## src/rtl/bky_pkg.sv

```systemverilog
// ============================================================================
// Module  : bky_pkg
// Brief   : Shared types and defaults for the Buckeye serial shift controller.
// Revision: 1.0
// ============================================================================
`default_nettype none

package bky_pkg;

  localparam int NCHIP_DEF = 6;
  localparam int NBITS_DEF = 48;
  localparam int CLKDIV_W  = 4;

  typedef enum logic [2:0] {
    S_IDLE  = 3'd0,
    S_SEL   = 3'd1,
    S_LOAD  = 3'd2,
    S_LOW   = 3'd3,
    S_HIGH  = 3'd4,
    S_STORE = 3'd5,
    S_FIN   = 3'd6
  } state_t;

endpackage

`default_nettype wire

```

## src/rtl/bky_clk_gen.sv

```systemverilog
// ============================================================================
// Module  : bky_clk_gen
// Brief   : AMPCLK phase divider; strobes the last cycle of each LOW/HIGH phase.
// Revision: 1.0
// ============================================================================
`default_nettype none

module bky_clk_gen
  import bky_pkg::*;
#(
  parameter int CLKDIV = 4
) (
  input  logic i_cmsclk,
  input  logic i_rst_b,
  input  logic i_lo,
  input  logic i_hi,
  output logic o_lo_last,
  output logic o_hi_last
);

  localparam logic [CLKDIV_W-1:0] c_div_last = CLKDIV_W'(CLKDIV - 1);

  logic [CLKDIV_W-1:0] r_cnt;
  logic                w_en;
  logic                w_last;

  assign w_en   = i_lo | i_hi;
  assign w_last = w_en && (r_cnt == c_div_last);

  // LOW and HIGH are back to back, so wrapping at the last cycle aligns phases.
  always_ff @(posedge i_cmsclk or negedge i_rst_b) begin
    if (!i_rst_b) begin
      r_cnt <= '0;
    end else if (!w_en || w_last) begin
      r_cnt <= '0;
    end else begin
      r_cnt <= r_cnt + CLKDIV_W'(1);
    end
  end

  assign o_lo_last = w_last & i_lo;
  assign o_hi_last = w_last & i_hi;

endmodule

`default_nettype wire

```

## src/rtl/bky_shift_ctrl.sv

```systemverilog
// ============================================================================
// Module  : bky_shift_ctrl
// Brief   : Serially loads each unmasked Buckeye chip and returns its readback.
//           Define BKY_RB_CHECK_EN for a verifying second pass with ERR flags.
// Revision: 1.0
// ============================================================================
`default_nettype none

module bky_shift_ctrl
  import bky_pkg::*;
#(
  parameter int NCHIP  = NCHIP_DEF,
  parameter int NBITS  = NBITS_DEF,
  parameter int CLKDIV = 4
) (
  input  logic             i_cmsclk,
  input  logic             i_rst_b,
  input  logic             i_start,
  input  logic [NCHIP-1:0] i_mask,
  output logic [2:0]       o_chip_sel,
  input  logic [NBITS-1:0] i_sh_data,
  output logic [NBITS-1:0] o_rb_data,
  output logic             o_rb_valid,
  output logic             o_busy,
  output logic             o_done,
  output logic [NCHIP-1:0] o_err,
  output logic [NCHIP-1:0] o_ampclk,
  output logic [NCHIP-1:0] o_ampin,
  input  logic [NCHIP-1:0] i_ampout
);

  localparam int              BIT_W      = $clog2(NBITS);
  localparam logic [BIT_W-1:0] c_bit_last = BIT_W'(NBITS - 1);
  localparam logic [2:0]      c_idx_end  = 3'(NCHIP);

  state_t             r_state;
  state_t             w_next;
  state_t             w_pass_end;
  logic [NCHIP-1:0]   r_mask;
  logic [2:0]         r_idx;
  logic [BIT_W-1:0]   r_bit;
  logic [NBITS-1:0]   r_shreg;
  logic [NBITS-1:0]   r_rb;
  logic [NCHIP-1:0]   w_sel_oh;
  logic               w_sel_mask;
  logic               w_ampout_sel;
  logic               w_lo_last;
  logic               w_hi_last;

  // One-hot of idx; becomes all-zero once idx reaches NCHIP.
  assign w_sel_oh     = NCHIP'(1) << r_idx;
  assign w_sel_mask   = |(r_mask & w_sel_oh);
  assign w_ampout_sel = |(i_ampout & w_sel_oh);

  bky_clk_gen #(
    .CLKDIV (CLKDIV)
  ) u_clk_gen (
    .i_cmsclk  (i_cmsclk),
    .i_rst_b   (i_rst_b),
    .i_lo      (r_state == S_LOW),
    .i_hi      (r_state == S_HIGH),
    .o_lo_last (w_lo_last),
    .o_hi_last (w_hi_last)
  );

`ifdef BKY_RB_CHECK_EN
  logic             r_pass;
  logic [NCHIP-1:0] r_err;

  assign w_pass_end = r_pass ? S_STORE : S_LOAD;
  assign o_err      = r_err;

  always_ff @(posedge i_cmsclk or negedge i_rst_b) begin
    if (!i_rst_b) begin
      r_pass <= 1'b0;
      r_err  <= '0;
    end else begin
      if (r_state == S_IDLE && i_start) begin
        r_err <= '0;
      end
      if (r_state == S_HIGH && w_hi_last && r_bit == c_bit_last) begin
        r_pass <= ~r_pass;
      end
      if (r_state == S_STORE && r_rb != i_sh_data) begin
        r_err <= r_err | w_sel_oh;
      end
    end
  end
`else
  assign w_pass_end = S_STORE;
  assign o_err      = '0;
`endif

  always_ff @(posedge i_cmsclk or negedge i_rst_b) begin
    if (!i_rst_b) begin
      r_state <= S_IDLE;
    end else begin
      r_state <= w_next;
    end
  end

  always_comb begin
    w_next     = r_state;
    o_ampclk   = '0;
    o_ampin    = '0;
    o_rb_valid = 1'b0;
    o_done     = 1'b0;
    o_busy     = 1'b1;
    unique case (r_state)
      S_IDLE: begin
        o_busy = 1'b0;
        if (i_start) w_next = S_SEL;
      end
      S_SEL: begin
        if (r_idx == c_idx_end) w_next = S_FIN;
        else if (w_sel_mask)    w_next = S_LOAD;
      end
      S_LOAD: w_next = S_LOW;
      S_LOW: begin
        if (r_shreg[0]) o_ampin = w_sel_oh;
        if (w_lo_last)  w_next  = S_HIGH;
      end
      S_HIGH: begin
        // Data is held through HIGH so it is stable on the rising AMPCLK edge.
        o_ampclk = w_sel_oh;
        if (r_shreg[0]) o_ampin = w_sel_oh;
        if (w_hi_last)  w_next  = (r_bit == c_bit_last) ? w_pass_end : S_LOW;
      end
      S_STORE: begin
        o_rb_valid = 1'b1;
        w_next     = S_SEL;
      end
      S_FIN: begin
        o_done = 1'b1;
        o_busy = 1'b0;
        w_next = S_IDLE;
      end
      default: w_next = S_IDLE;
    endcase
  end

  always_ff @(posedge i_cmsclk or negedge i_rst_b) begin
    if (!i_rst_b) begin
      r_mask  <= '0;
      r_idx   <= '0;
      r_bit   <= '0;
      r_shreg <= '0;
      r_rb    <= '0;
    end else begin
      unique case (r_state)
        S_IDLE: begin
          if (i_start) begin
            r_mask <= i_mask;
            r_idx  <= '0;
          end
        end
        S_SEL: begin
          if (r_idx != c_idx_end && !w_sel_mask) r_idx <= r_idx + 3'd1;
        end
        S_LOAD: begin
          r_shreg <= i_sh_data;
          r_bit   <= '0;
        end
        S_LOW: begin
          if (w_lo_last) r_rb <= {w_ampout_sel, r_rb[NBITS-1:1]};
        end
        S_HIGH: begin
          if (w_hi_last) begin
            r_shreg <= r_shreg >> 1;
            r_bit   <= r_bit + BIT_W'(1);
          end
        end
        S_STORE: r_idx <= r_idx + 3'd1;
        default: ;
      endcase
    end
  end

  assign o_chip_sel = r_idx;
  assign o_rb_data  = r_rb;

endmodule

`default_nettype wire
```

## config.mk

```make
export PLATFORM = sky130hd
export DESIGN_NAME = bky_shift_ctrl
export DESIGN_NICKNAME = d
export VERILOG_FILES = /design/src/rtl/bky_pkg.sv /design/src/rtl/bky_clk_gen.sv /design/src/rtl/bky_shift_ctrl.sv
export SDC_FILE = /design/constraint.sdc
export NUM_CORES = 1
export LEC_CHECK = 0
export CORE_MARGIN = 2
export CORE_UTILIZATION = 42
export DETAILED_ROUTE_END_ITERATION = 10
export HOLD_SLACK_MARGIN = 0.02
export PLACE_DENSITY_LB_ADDON = 0.3
export SYNTH_ARGS = -nofsm -noshare
export SYNTH_HDL_FRONTEND = slang
export SYNTH_SLANG_ARGS = --single-unit
```

## constraint.sdc

```tcl
create_clock -name i_cmsclk -period 3.6 [get_ports i_cmsclk]
set_input_delay 1.08 -clock i_cmsclk [delete_from_list [all_inputs] [get_ports i_cmsclk]]
set_output_delay 1.08 -clock i_cmsclk [all_outputs]
set_load 0.02 [all_outputs]
```

==> qor.csv <==
stage,metric,value,unit
routing,detailed-route via count,3836,
routing,Top Metal Used,met4,
floorplanning,Horiz. Die Dim,117,um
synthesis,ys flops,118,
worst_setup_path,Startpoint Class,flip-flop,
routing,Antenna Nets Post-Route,0,
global_routing,total track usage,17.1,%
placement,gp weighted congestion,0.815,
routing,routed length on met1,5.08,mm
power_and_ir_drop,Pleak,3.28,nW
cells_and_area,Nets,656,
worst_setup_path,CP cell instances,or3b_1 > nand2_1 > and3_1 > clkdlybuf4s50_1,
placement,placed cells,739,
final_timing,setup ws final,0.262,ns
synthesis,library cells used by synthesis,41,
worst_setup_path,crit path max fanout,7,
synthesis,Main synth FF type,dfrtp_1,
global_routing,GR met3 Demand/Resource,5.72,%
global_routing,GRT overflow,0,
worst_setup_path,Critical Path AT,2.26,ns
final_timing,cycle use final,92.7,%
run,max-cap violation count,0,
clock_network,H-tree depth,4,
routing,Post-Route WL,10.9,mm
synthesis,Simple-Gate Area Share,10.1,%
routing,Met3 Wirelength,735,um
floorplanning,FP Core Util,42.8,%
worst_setup_path,Critical Path RT,2.52,ns
synthesis,yosys aoi share,8.38,%
synthesis,Syn Std Cell Area,5360,um^2
clock_network,CTS Root Buffer Type,clkbuf_16,
power_and_ir_drop,PwrDens,652,nW/um^2
placement,"worst slack, placed",0.467,ns
run_status,outcome,"complete, no violations",
synthesis,"Seq share, synth",55.1,%
final_timing,Worst Tran Pin Value,0.816,ns
global_routing,vias in the first global route,3781,
final_timing,setup tns final,0,ns
clock_network,Latency at later pin,0.41,ns
final_timing,Final Hold Vio Count,0,
floorplanning,area of the die,13700,um^2
cells_and_area,fin area,7360,um^2
worst_setup_path,CP peak stage delay,0.62,ns
global_routing,initial antenna violation count,0,
floorplanning,die height,117,um
cells_and_area,ant diodes,0,
worst_setup_path,critical path class,reg2out,
synthesis,syn avg cell area,11.7,um^2
synthesis,Mapped Cells,458,
clock_network,Post-CTS Setup Repair Bufs,0,
power_and_ir_drop,Worst VDD drop,0.000341,V
final_timing,worst hold slack,0.458,ns
global_routing,met2 usage,25.9,%
synthesis,count of library flops with an enable pin,0,
routing,TritonRoute pass-1 iters,6,
worst_setup_path,Critical-path top delay cell,clkdlybuf4s50_1,
synthesis,Yosys warnings,0,
synthesis,mux share,20.3,%
final_timing,Slew Limit Headroom,45.6,%
synthesis,Main logic family,multiplexers,
hold_path,worst min path class,reg2reg,
clock_network,CTS tree,done,
clock_network,Clock transition at path regs,0.05,ns
final_timing,Max Fclk,300,MHz
final_timing,RSZ-0062 raised after global routing,no,
routing,drc violations,0,
clock_network,CTS Hold Bufs,0,
synthesis,area reported by Yosys stat,5360,um^2
worst_setup_path,CP Capture Type,output pin,
clock_network,CTS Sinks,118,
clock_network,CTS Buffer Depth,2,
global_routing,met1 Track Usage GR,22.6,%
synthesis,Adder Area Share,1.63,%
placement,post-DP HPWL,7.68,mm
clock_network,post-cts resize count,0,
synthesis,# Cells Yosys,458,
global_routing,first-pass GRT wire length,18.0,mm
routing,Vias per Instance,4.98,
synthesis,xor/xnor share,0.490,%
floorplanning,Core ar.,12500,um^2
global_routing,largest net degree at the start of global routing,96,
worst_setup_path,Worst Path Buf+Inv,1,
cells_and_area,area grow syn2layout,37.2,%
cells_and_area,share of cells above drive strength 1,16.7,%
cells_and_area,fillcell total,1093,
floorplanning,IO Count,135,
run,tool warnings,29,
clock_network,total CTS buffers,17,
final_timing,Period minus WS final,3.34,ns
final_timing,Pins Over Slew Limit,0,
routing,routed length per placed instance,14.2,um
final_timing,Worst Skew,0.0108,ns
global_routing,gr busiest metal,met2,
worst_setup_path,"CP delay by family, top",simple AND/OR/NAND/NOR gates,
final_timing,Final setup viols,0,
placement,PortBufs,128,
placement,DP Area,6780,um^2
cells_and_area,fin cells,771,
synthesis,ys async rst share,100,%
routing,number of DRC markers in iteration 0,225,
routing,met2 routed WL,4.97,mm
==> power by group <==
group | internal [W] | switching [W] | leakage, nW
logic | 0.000577 | 0.000753 | 1.48
clock network | 0.000979 | 0.000592 | 0.260
registers | 0.00168 | 0.000212 | 1.54
==> Yosys cell counts (2+ instances only) <==
cell,n,area share [%]
a221oi_1,3,0.49
nand2b_1,2,0.23
a221o_1,2,0.37
and2_1,2,0.23
nor2_1,18,1.3
inv_1,6,0.42
nor3b_1,7,0.98
mux2_1,2,0.42
ha_1,7,1.6
mux2_2,52,11
or3_1,2,0.23
o21ai_0,54,5.0
clkbuf_1,8,0.56
nand2_1,60,4.2
o2bb2ai_1,2,0.33
buf_6,2,0.42
a22o_1,3,0.49
buf_4,9,1.3
nand3_1,4,0.37
nor2b_1,2,0.23
xnor2_1,2,0.33
a21oi_1,9,0.84
mux2i_1,48,9.0
and3_1,5,0.58
dfrtp_1,118,55
buf_2,14,1.3
==> kinds of logic after synthesis <==
kind of cell               count (synthesis)
AOI/OAI and AO/OA                         78
xor gates and xnor gates                   3
adders and majority gates                  7
buffers and inverters                     39
DFF                                      118
muxes                                    102
other                                      1
and+or+nand+nor                          110
==> flip-flops by register name, indices dropped and copies added, names as in the netlist <==
name	cells
r_state	3
o_chip_sel	3
r_bit	6
o_rb_data	48
u_clk_gen.r_cnt	4
r_mask	6
r_shreg	48
==> cell usage in the layout (no fill, tap or decap), types with 2 or more instances in the layout <==
master             n
a221oi_1           3
ha_1               7
dfrtp_1          118
xnor2_1            2
o21ai_0           54
mux2_1             2
clkinv_2           4
clkdlybuf4s50_1  122
conb_1             6
a21oi_1            9
a221o_1            2
a22o_1             3
or3_1              2
nor3b_2            2
nand2_1           60
nor3b_1            6
dlymetal6s2s_1     5
nor2_1            18
mux2i_1           48
o2bb2ai_1          2
nor2b_1            2
clkbuf_16         17
clkbuf_8           2
nand2b_1           2
mux2_2            52
nand3_1            4
clkinvlp_4         6
and2_1             2
and3_1             5
buf_4              9
inv_1              6
==> area by class of cell <==
cell class / instances / area [um^2] / share of cell area [%]
Clock inverter: 12 / 104 / 1.41
Inverter: 6 / 22.5 / 0.306
Clock buffer: 20 / 457 / 6.21
Tap cell: 172 / 215 / 2.93
Sequential cell: 118 / 2950 / 40.1
Timing Repair Buffer: 137 / 1370 / 18.6
Multi-Input combinational cell: 306 / 2230 / 30.4
==> per-stage QoR <==
stage / utilization [%] / power (W)
floorplan: - / 0.00284
global placement: 54.2 / 0.00319
detailed placement: 54.2 / 0.00326
CTS: 58.7 / 0.00486
global route: 58.8 / 0.00512
finish: 58.8 / 0.00480
==> path summary, 6_finish.rpt <==
| kind | start | to | slack (ns) | cells after the start |
|---|---|---|---|---|
| worst max-delay path | r_state[0] | o_ampin[3] | 0.26 | 4 |
| worst min-delay path | u_clk_gen.r_cnt[0] | u_clk_gen.r_cnt[0] | 0.46 | 1 |
| worst max register to register | r_state[0] | r_shreg[44] | 0.96 | 7 |
| worst min register to register | u_clk_gen.r_cnt[0] | u_clk_gen.r_cnt[0] | 0.46 | 1 |
| max in group asynchronous | i_rst_b | o_rb_data[47] | 2.16 | 2 |
| min in group asynchronous | i_rst_b | o_rb_data[20] | 0.64 | 1 |
Figure 1. Cell classes on the final placement.
Scale bar: 20 um.
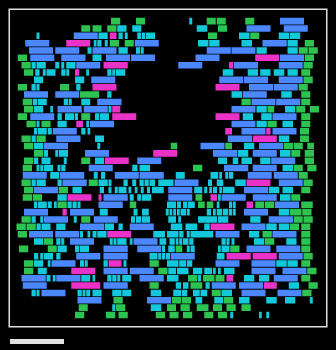
clock drivers and dummy loads -> magenta  # cells 32
registers -> blue  # cells 118
remaining buffers and delay cells -> green  # cells 137
remaining logic cells -> cyan  # cells 312
sequential cell area share: 40.1%
standard-cell rows: 41
Final Util: 58.8%

Figure 2. Sequential cells coloured by netlist name.
Scale bar: 20 um. Other sequential cells in the stronger grey, the rest of the logic in the fainter grey.
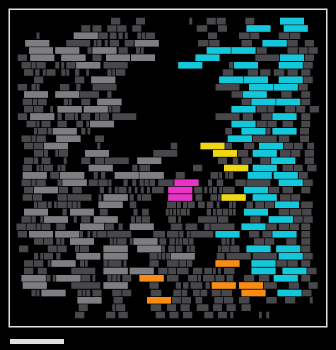
r_mask -> orange  # placed flops 6
o_rb_data -> cyan  # placed flops 48, where a column on the right
r_state -> magenta  # placed flops 3
u_clk_gen.r_cnt -> yellow  # placed flops 4
not coloured = 57
sequential power: 0.00189 W
FF+latch area: 2950 um^2

Power is estimated from default activity; no workload was simulated.
